### src/rtl/us_echo_responder.sv
// us_echo_responder: sensor-side model of an HC-SR04-style ultrasonic ranger.
// A trigger of sufficient width starts a burst delay followed by an echo pulse
// whose width encodes distance_cm. A hold-off follows before the next trigger
// can be accepted. Triggers arriving while busy are counted and ignored.
module us_echo_responder #(
  parameter int unsigned TRIG_MIN_CYCLES = 32'd500,
  parameter int unsigned BURST_CYCLES    = 32'd10000,  // must be >= 2
  parameter int unsigned CYCLES_PER_CM   = 32'd2900,
  parameter int unsigned MAX_CM          = 32'd400,
  parameter int unsigned TIMEOUT_CYCLES  = 32'd1900000,
  parameter int unsigned HOLDOFF_CYCLES  = 32'd500000
) (
  input  logic        clk_50M,
  input  logic        reset,
  input  logic        trigger_in,
  input  logic [8:0]  distance_cm,
  output logic        echo_tx,
  output logic        busy,
  output logic        short_trig_err,
  output logic [7:0]  ignored_trig_cnt,
  output logic [15:0] echo_count
);

  typedef enum logic [2:0] {
    S_IDLE      = 3'd0,
    S_TRIG_HIGH = 3'd1,
    S_BURST     = 3'd2,
    S_ECHO      = 3'd3,
    S_HOLDOFF   = 3'd4
  } state_t;

  // The burst timer is loaded on the fall cycle itself, so one cycle of the
  // burst delay has already elapsed when BURST is first occupied.
  localparam logic [31:0] BURST_LOAD = BURST_CYCLES - 32'd1;

  // Echo width in clocks; out-of-range or zero distance reports no target.
  function automatic logic [31:0] echo_width(input logic [8:0] d);
    logic [31:0] d_ext;
    logic [31:0] w;
    d_ext = {23'd0, d};
    if ((d_ext == 32'd0) || (d_ext > MAX_CM)) begin
      w = TIMEOUT_CYCLES;
    end else begin
      w = d_ext * CYCLES_PER_CM;
    end
    return w;
  endfunction

  state_t      state_q, state_d;
  logic        sync1_q, sync2_q, trig_prev_q;
  logic [31:0] width_q, width_d;
  logic [31:0] timer_q, timer_d;
  logic [31:0] echo_w_q, echo_w_d;
  logic        echo_q, echo_d;
  logic        busy_q, busy_d;
  logic        short_q, short_d;
  logic [7:0]  ign_q, ign_d;
  logic [15:0] cnt_q, cnt_d;

  logic trig_s;
  logic trig_rise;
  logic busy_st;

  assign trig_s    = sync2_q;
  assign trig_rise = trig_s & ~trig_prev_q;
  assign busy_st   = (state_q == S_BURST) || (state_q == S_ECHO) ||
                     (state_q == S_HOLDOFF);

  assign echo_tx          = echo_q;
  assign busy             = busy_q;
  assign short_trig_err   = short_q;
  assign ignored_trig_cnt = ign_q;
  assign echo_count       = cnt_q;

  // Bring the asynchronous trigger into the clock domain and keep its last value for edge detection.
  always_ff @(posedge clk_50M or posedge reset) begin
    if (reset) begin
      sync1_q     <= 1'b0;
      sync2_q     <= 1'b0;
      trig_prev_q <= 1'b0;
    end else begin
      sync1_q     <= trigger_in;
      sync2_q     <= sync1_q;
      trig_prev_q <= sync2_q;
    end
  end

  // Next-state, timer and counter logic for the trigger/burst/echo/hold-off sequence.
  always_comb begin
    state_d  = state_q;
    width_d  = width_q;
    timer_d  = timer_q;
    echo_w_d = echo_w_q;
    short_d  = 1'b0;
    ign_d    = ign_q;
    cnt_d    = cnt_q;

    if (busy_st && trig_rise) begin
      ign_d = (ign_q != 8'hFF) ? (ign_q + 8'd1) : ign_q;
    end else begin
      ign_d = ign_q;
    end

    case (state_q)
      S_IDLE: begin
        if (trig_rise) begin
          state_d = S_TRIG_HIGH;
          width_d = 32'd0;
        end else begin
          state_d = S_IDLE;
        end
      end
      S_TRIG_HIGH: begin
        if (trig_s) begin
          width_d = (width_q < TRIG_MIN_CYCLES) ? (width_q + 32'd1) : width_q;
        end else if (width_q >= TRIG_MIN_CYCLES) begin
          state_d  = S_BURST;
          echo_w_d = echo_width(distance_cm);
          timer_d  = BURST_LOAD;
        end else begin
          short_d = 1'b1;
          state_d = S_IDLE;
        end
      end
      S_BURST: begin
        if (timer_q <= 32'd1) begin
          state_d = S_ECHO;
          timer_d = echo_w_q;
        end else begin
          timer_d = timer_q - 32'd1;
        end
      end
      S_ECHO: begin
        if (timer_q <= 32'd1) begin
          state_d = S_HOLDOFF;
          timer_d = HOLDOFF_CYCLES;
          cnt_d   = cnt_q + 16'd1;
        end else begin
          timer_d = timer_q - 32'd1;
        end
      end
      S_HOLDOFF: begin
        if (timer_q <= 32'd1) begin
          state_d = S_IDLE;
          timer_d = 32'd0;
        end else begin
          timer_d = timer_q - 32'd1;
        end
      end
      default: begin
        state_d = S_IDLE;
        timer_d = 32'd0;
      end
    endcase

    echo_d = (state_d == S_ECHO);
    busy_d = (state_d == S_BURST) || (state_d == S_ECHO) || (state_d == S_HOLDOFF);
  end

  // State, timers and registered outputs; reset clears everything immediately.
  always_ff @(posedge clk_50M or posedge reset) begin
    if (reset) begin
      state_q  <= S_IDLE;
      width_q  <= 32'd0;
      timer_q  <= 32'd0;
      echo_w_q <= 32'd0;
      echo_q   <= 1'b0;
      busy_q   <= 1'b0;
      short_q  <= 1'b0;
      ign_q    <= 8'd0;
      cnt_q    <= 16'd0;
    end else begin
      state_q  <= state_d;
      width_q  <= width_d;
      timer_q  <= timer_d;
      echo_w_q <= echo_w_d;
      echo_q   <= echo_d;
      busy_q   <= busy_d;
      short_q  <= short_d;
      ign_q    <= ign_d;
      cnt_q    <= cnt_d;
    end
  end

endmodule

### config.mk
export PLATFORM = sky130hd
export DESIGN_NAME = us_echo_responder
export DESIGN_NICKNAME = d
export VERILOG_FILES = /design/src/rtl/us_echo_responder.sv
export SDC_FILE = /design/constraint.sdc
export NUM_CORES = 1
export LEC_CHECK = 0
export CORE_MARGIN = 3
export CORE_UTILIZATION = 55
export CTS_CLUSTER_SIZE = 8
export DETAILED_ROUTE_END_ITERATION = 16
export PLACE_DENSITY = 0.77
export SLEW_MARGIN = 10
export SYNTH_ARGS = -nofsm -noshare
export SYNTH_HDL_FRONTEND = slang
export SYNTH_SLANG_ARGS = --single-unit
### constraint.sdc
create_clock -name clk_50M -period 3.4 [get_ports clk_50M]
set_input_delay 0.34 -clock clk_50M [delete_from_list [all_inputs] [get_ports clk_50M]]
set_output_delay 0.34 -clock clk_50M [all_outputs]
set_load 0.02 [all_outputs]
run_1/met3.png
Scale bar: 20 um.
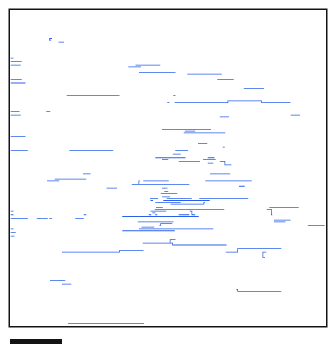
72 nets have wire on it. The longest straight run is 29.0 um. The layer carries 773 um of wire. The wires run mostly horizontal.

run_1/clock_map.png
Scale bar: 20 um.
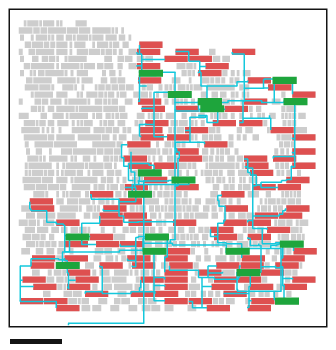
Red is flip-flops, count 116. Cyan is clock wires, length 1510 um. Green is cells driving clock nets, count 17.
There are 18 routed clock nets. Position of the flops: all over the die.
Max Clock Skew: 0.00822 ns
clock power share: 0.379

run_1/final_placement.png
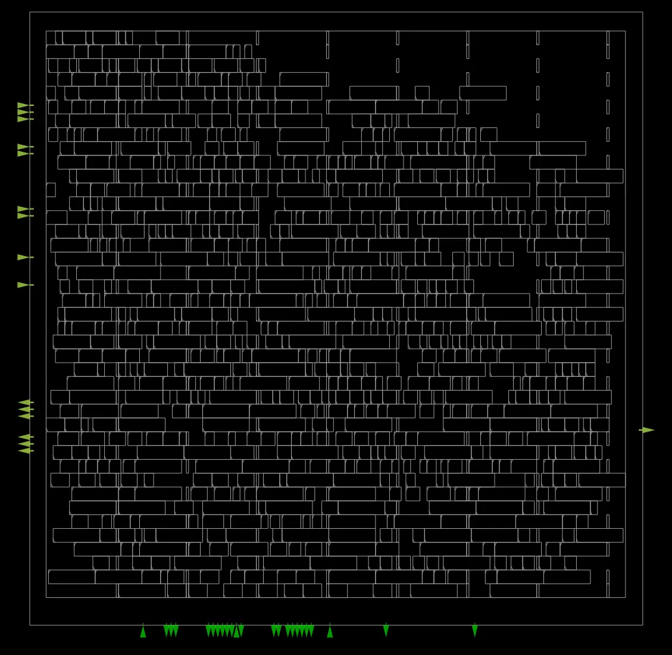
Tap Count: 172
flop share of the area: 0.325
flop count: 116
num rows: 41
fillers: 967

run_1/zoom.png
Window x 40 to 80, y 16 to 56 um. Cells in grey, sequential cells in the stronger grey; small squares are vias.
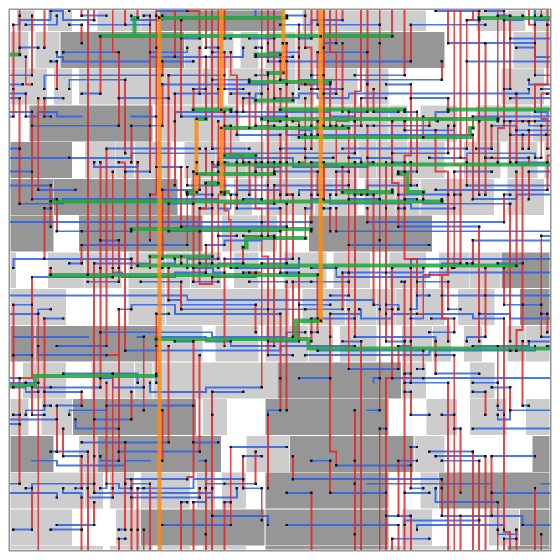
Blue is met1. Red is met2. Orange is met4. Green is met3.
Sequential cells in the window: 18. Netlist names of flops here include `echo_w_q` (4), `echo_count` (3), `timer_q` (3). Most frequent: dfrtp_1 (18), nand2_1 (14), nor2_1 (13). 131 logic cells have their middle in the window.

==> run notes, run 1 <==
impl run done, here's what came out: Chip Area, Yosys=7240 sq um, total CTS buffers=17, number of logic gates=535, CP max stage cell=fa_1, global route hottest layer=met2, CP arrival=3.71 ns, power in combinational cells=1.50 mW, layout cells sized above 1=0.171, drt first pass iters=5, CTS tree=done, GP Congestion=0.892, most numerous logic cells after layout=dfrtp_1, inv_1, buf_4, die height=121 um, Non-CTS buffers=97, non-filler instance count after layout=1026, Syn Nets=838, failing checks=negative setup slack, Logic cell area=4130 sq um, GRT met1 Usage=0.312, Int Pwr=3.28 mW, Final Slew Violations=0, area share, top type=0.401, clock-cell share of area=0.0668, Setup WS post-layout=-0.0118 ns, average routed wire per standard cell=16.5 um, Slew @ Worst Pin=0.931 ns, Hold Path End=sync2_q, most frequent logic cell in the layout=dfrtp_1, vias in the first global route=6180, total chip power=4.68 mW, P_seq=1.40 mW, max_slew headroom=0.374, Complex Gates by Area=0.140, clock root buffer=clkbuf_16, DR vias/cell=5.80, Basic Gates by Area=0.183, status=complete, but fails checks, CP delay by family, top=adder cells, Pleak=4.40 nW, Mapped Area=7240 sq um, largest net degree at the start of global routing=117, clk sinks=116, Syn-to-layout area delta=23.5%, Largest area class, layout=combinational gates, vias=5946, slowest stage delay, CP=0.51 ns, sw power=1.40 mW, worst flop-to-flop path endpoint=timer_q[3], postcts setup bufs=3, M3 GR Usage=0.0519, # setup viols final=1, Post-synth EDFFs=0, Max Freq=0.293 GHz, Yosys reg bits=116, yosys cell count=746, n_diodes=0, Global Route met2 Usage=0.427, Critical Path End=echo_w_q[19], 1st-iter DRT viols=397, Design Area, Final=8930 sq um, Crit. Startpoint=distance_cm[5], r2r setup slk=0.29 ns, Min Hold Slack=0.347 ns, first-pass GRT wire length=29100 um, Worst Path Buf+Inv=5, dominant cell by count in the synthesized netlist=dfrtp_1, critical path required time=3.70 ns, Seq share, synth=0.401, number of clock buffers in the layout=20, IO Pins=39, H-tree depth=4, Max Cap Viol=0, met1 wire length=7200 um, initial antenna violation count=0, WL final=16900 um, Critical Path Start Type=input port, Mean Syn Cell Area=9.70 sq um, setup TNS=-0.0118 ns, Setup CP Type=input port to flop, Yosys top cell by area=dfrtp_1, biggest regs=timer_q: 32 flops, width_q: 32 flops, echo_w_q: 19 flops, Hold Path Stages=0, sequential group share of total power=0.299, Nets=933, Die X=121 um, post-placement cell count=990, Non-clk invs=74, die area=14600 sq um, Register Area=2900 sq um, sw frac=0.299
==> run 2, diff against run 1 <==
==> constraint.sdc (replaced) <==
create_clock -name clk_50M -period 3.4 [get_ports clk_50M]
set_input_delay 0.34 -clock clk_50M [delete_from_list [all_inputs] [get_ports clk_50M]]
set_output_delay 0.34 -clock clk_50M [all_outputs]
set_load 0.05 [all_outputs]
==> run 2 against run 1 <==
  * The flow still finishes with violations (negative setup slack)
  * First-iteration DRC count did not move
  * Clock skew is the same
  * Core utilization did not move
  * Die area stayed put
  * Register-to-register slack about the same
==> run notes, run 2 <==
impl run done, here's what came out: critical path required time=3.70 ns, Design Area, Final=8930 sq um, power in combinational cells=1.51 mW, Seq share, synth=0.401, Max VDD drop=0.348 mV, Critical Path End=echo_w_q[19], non-filler instance count after layout=1026, Tap Count=172, max_slew headroom=0.374, Comb area share=0.462, sw frac=0.299, worst flop-to-flop path endpoint=timer_q[3], Slew @ Worst Pin=0.931 ns, Critical Path Start Type=input port, n_diodes=0, Max Clock Skew=0.00822 ns, number of clock buffers in the layout=20, clock root buffer=clkbuf_16, GRT met1 Usage=0.312, Pleak=4.40 nW, fillers=967, yosys cell count=746, die area=14600 sq um, clock power share=0.379, clk sinks=116, met1 wire length=7200 um, Chip Area, Yosys=7240 sq um, vias in the first global route=6180, Non-CTS buffers=97, biggest regs=timer_q: 32 flops, width_q: 32 flops, echo_w_q: 19 flops, Logic cell area=4130 sq um, failing checks=negative setup slack, IO Pins=39, Yosys reg bits=116, drt first pass iters=5, total chip power=4.68 mW, most frequent logic cell in the layout=dfrtp_1, CP max stage cell=fa_1, Port Buf Inserts=38, post-placement cell count=990, postcts setup bufs=3, area share, top type=0.401, P_seq=1.40 mW, Mapped Area=7240 sq um, Syn-to-layout area delta=23.5%, Global Route met2 Usage=0.427, die height=121 um, clock group total power=1.77 mW, Setup WS post-layout=-0.0118 ns, average routed wire per standard cell=16.5 um, number of logic gates=535, flop share of the area=0.325, Final Slew Violations=0, Hold Path Stages=0, num rows=41, Largest area class, layout=combinational gates, Basic Gates by Area=0.183, first-pass GRT wire length=29100 um, Hold Path End=sync2_q, top cells by area, synth=dfrtp_1, ha_1, fa_1, inv_1, o21ai_0, Int Pwr=3.28 mW, GP Congestion=0.892, Worst Path Buf+Inv=5, Crit. Startpoint=distance_cm[5], total CTS buffers=17, Pwr per Cell Area=524 nW/um^2, initial antenna violation count=0, dominant cell by count in the synthesized netlist=dfrtp_1, Setup CP Type=input port to flop, Non-clk invs=74, # setup viols final=1, Complex Gates by Area=0.140, CP arrival=3.71 ns, Die X=121 um, most numerous logic cells after layout=dfrtp_1, inv_1, buf_4, H-tree depth=4, Max Cap Viol=0, sw power=1.40 mW, CP delay by family, top=adder cells, Register Area=2900 sq um, clock-cell share of area=0.0668, status=complete, but fails checks, setup TNS=-0.0118 ns, CTS tree=done, Max Freq=0.293 GHz, Yosys top cell by area=dfrtp_1, Post-synth EDFFs=0, Nets=933
run_2/zoom.png
Window x 40 to 80, y 16 to 56 um. Cells in grey, sequential cells in the stronger grey; small squares are vias.
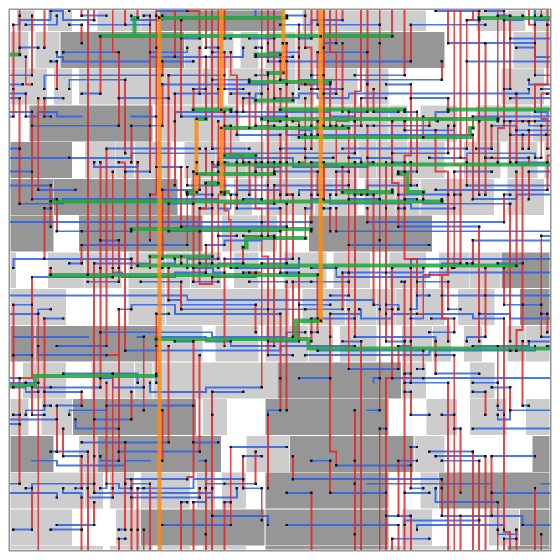
Red is met2. Orange is met4. Green is met3. Blue is met1.
Sequential cells in the window: 18. Netlist names of flops here include `echo_w_q` (4), `echo_count` (3), `timer_q` (3). 131 logic cells have their middle in the window. Most frequent: dfrtp_1 (18), nand2_1 (14), nor2_1 (13).

run_2/met3.png
Scale bar: 20 um.
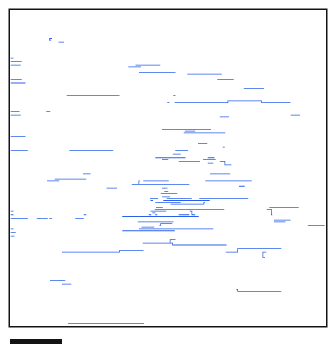
The layer carries 773 um of wire. 72 nets have wire on it. The layer holds 4.6% of the routed length.
WL final: 16900 um
M3 GR Usage: 0.0519
vias: 5946

No activity file was given, so power comes from the tool's default toggle rates.
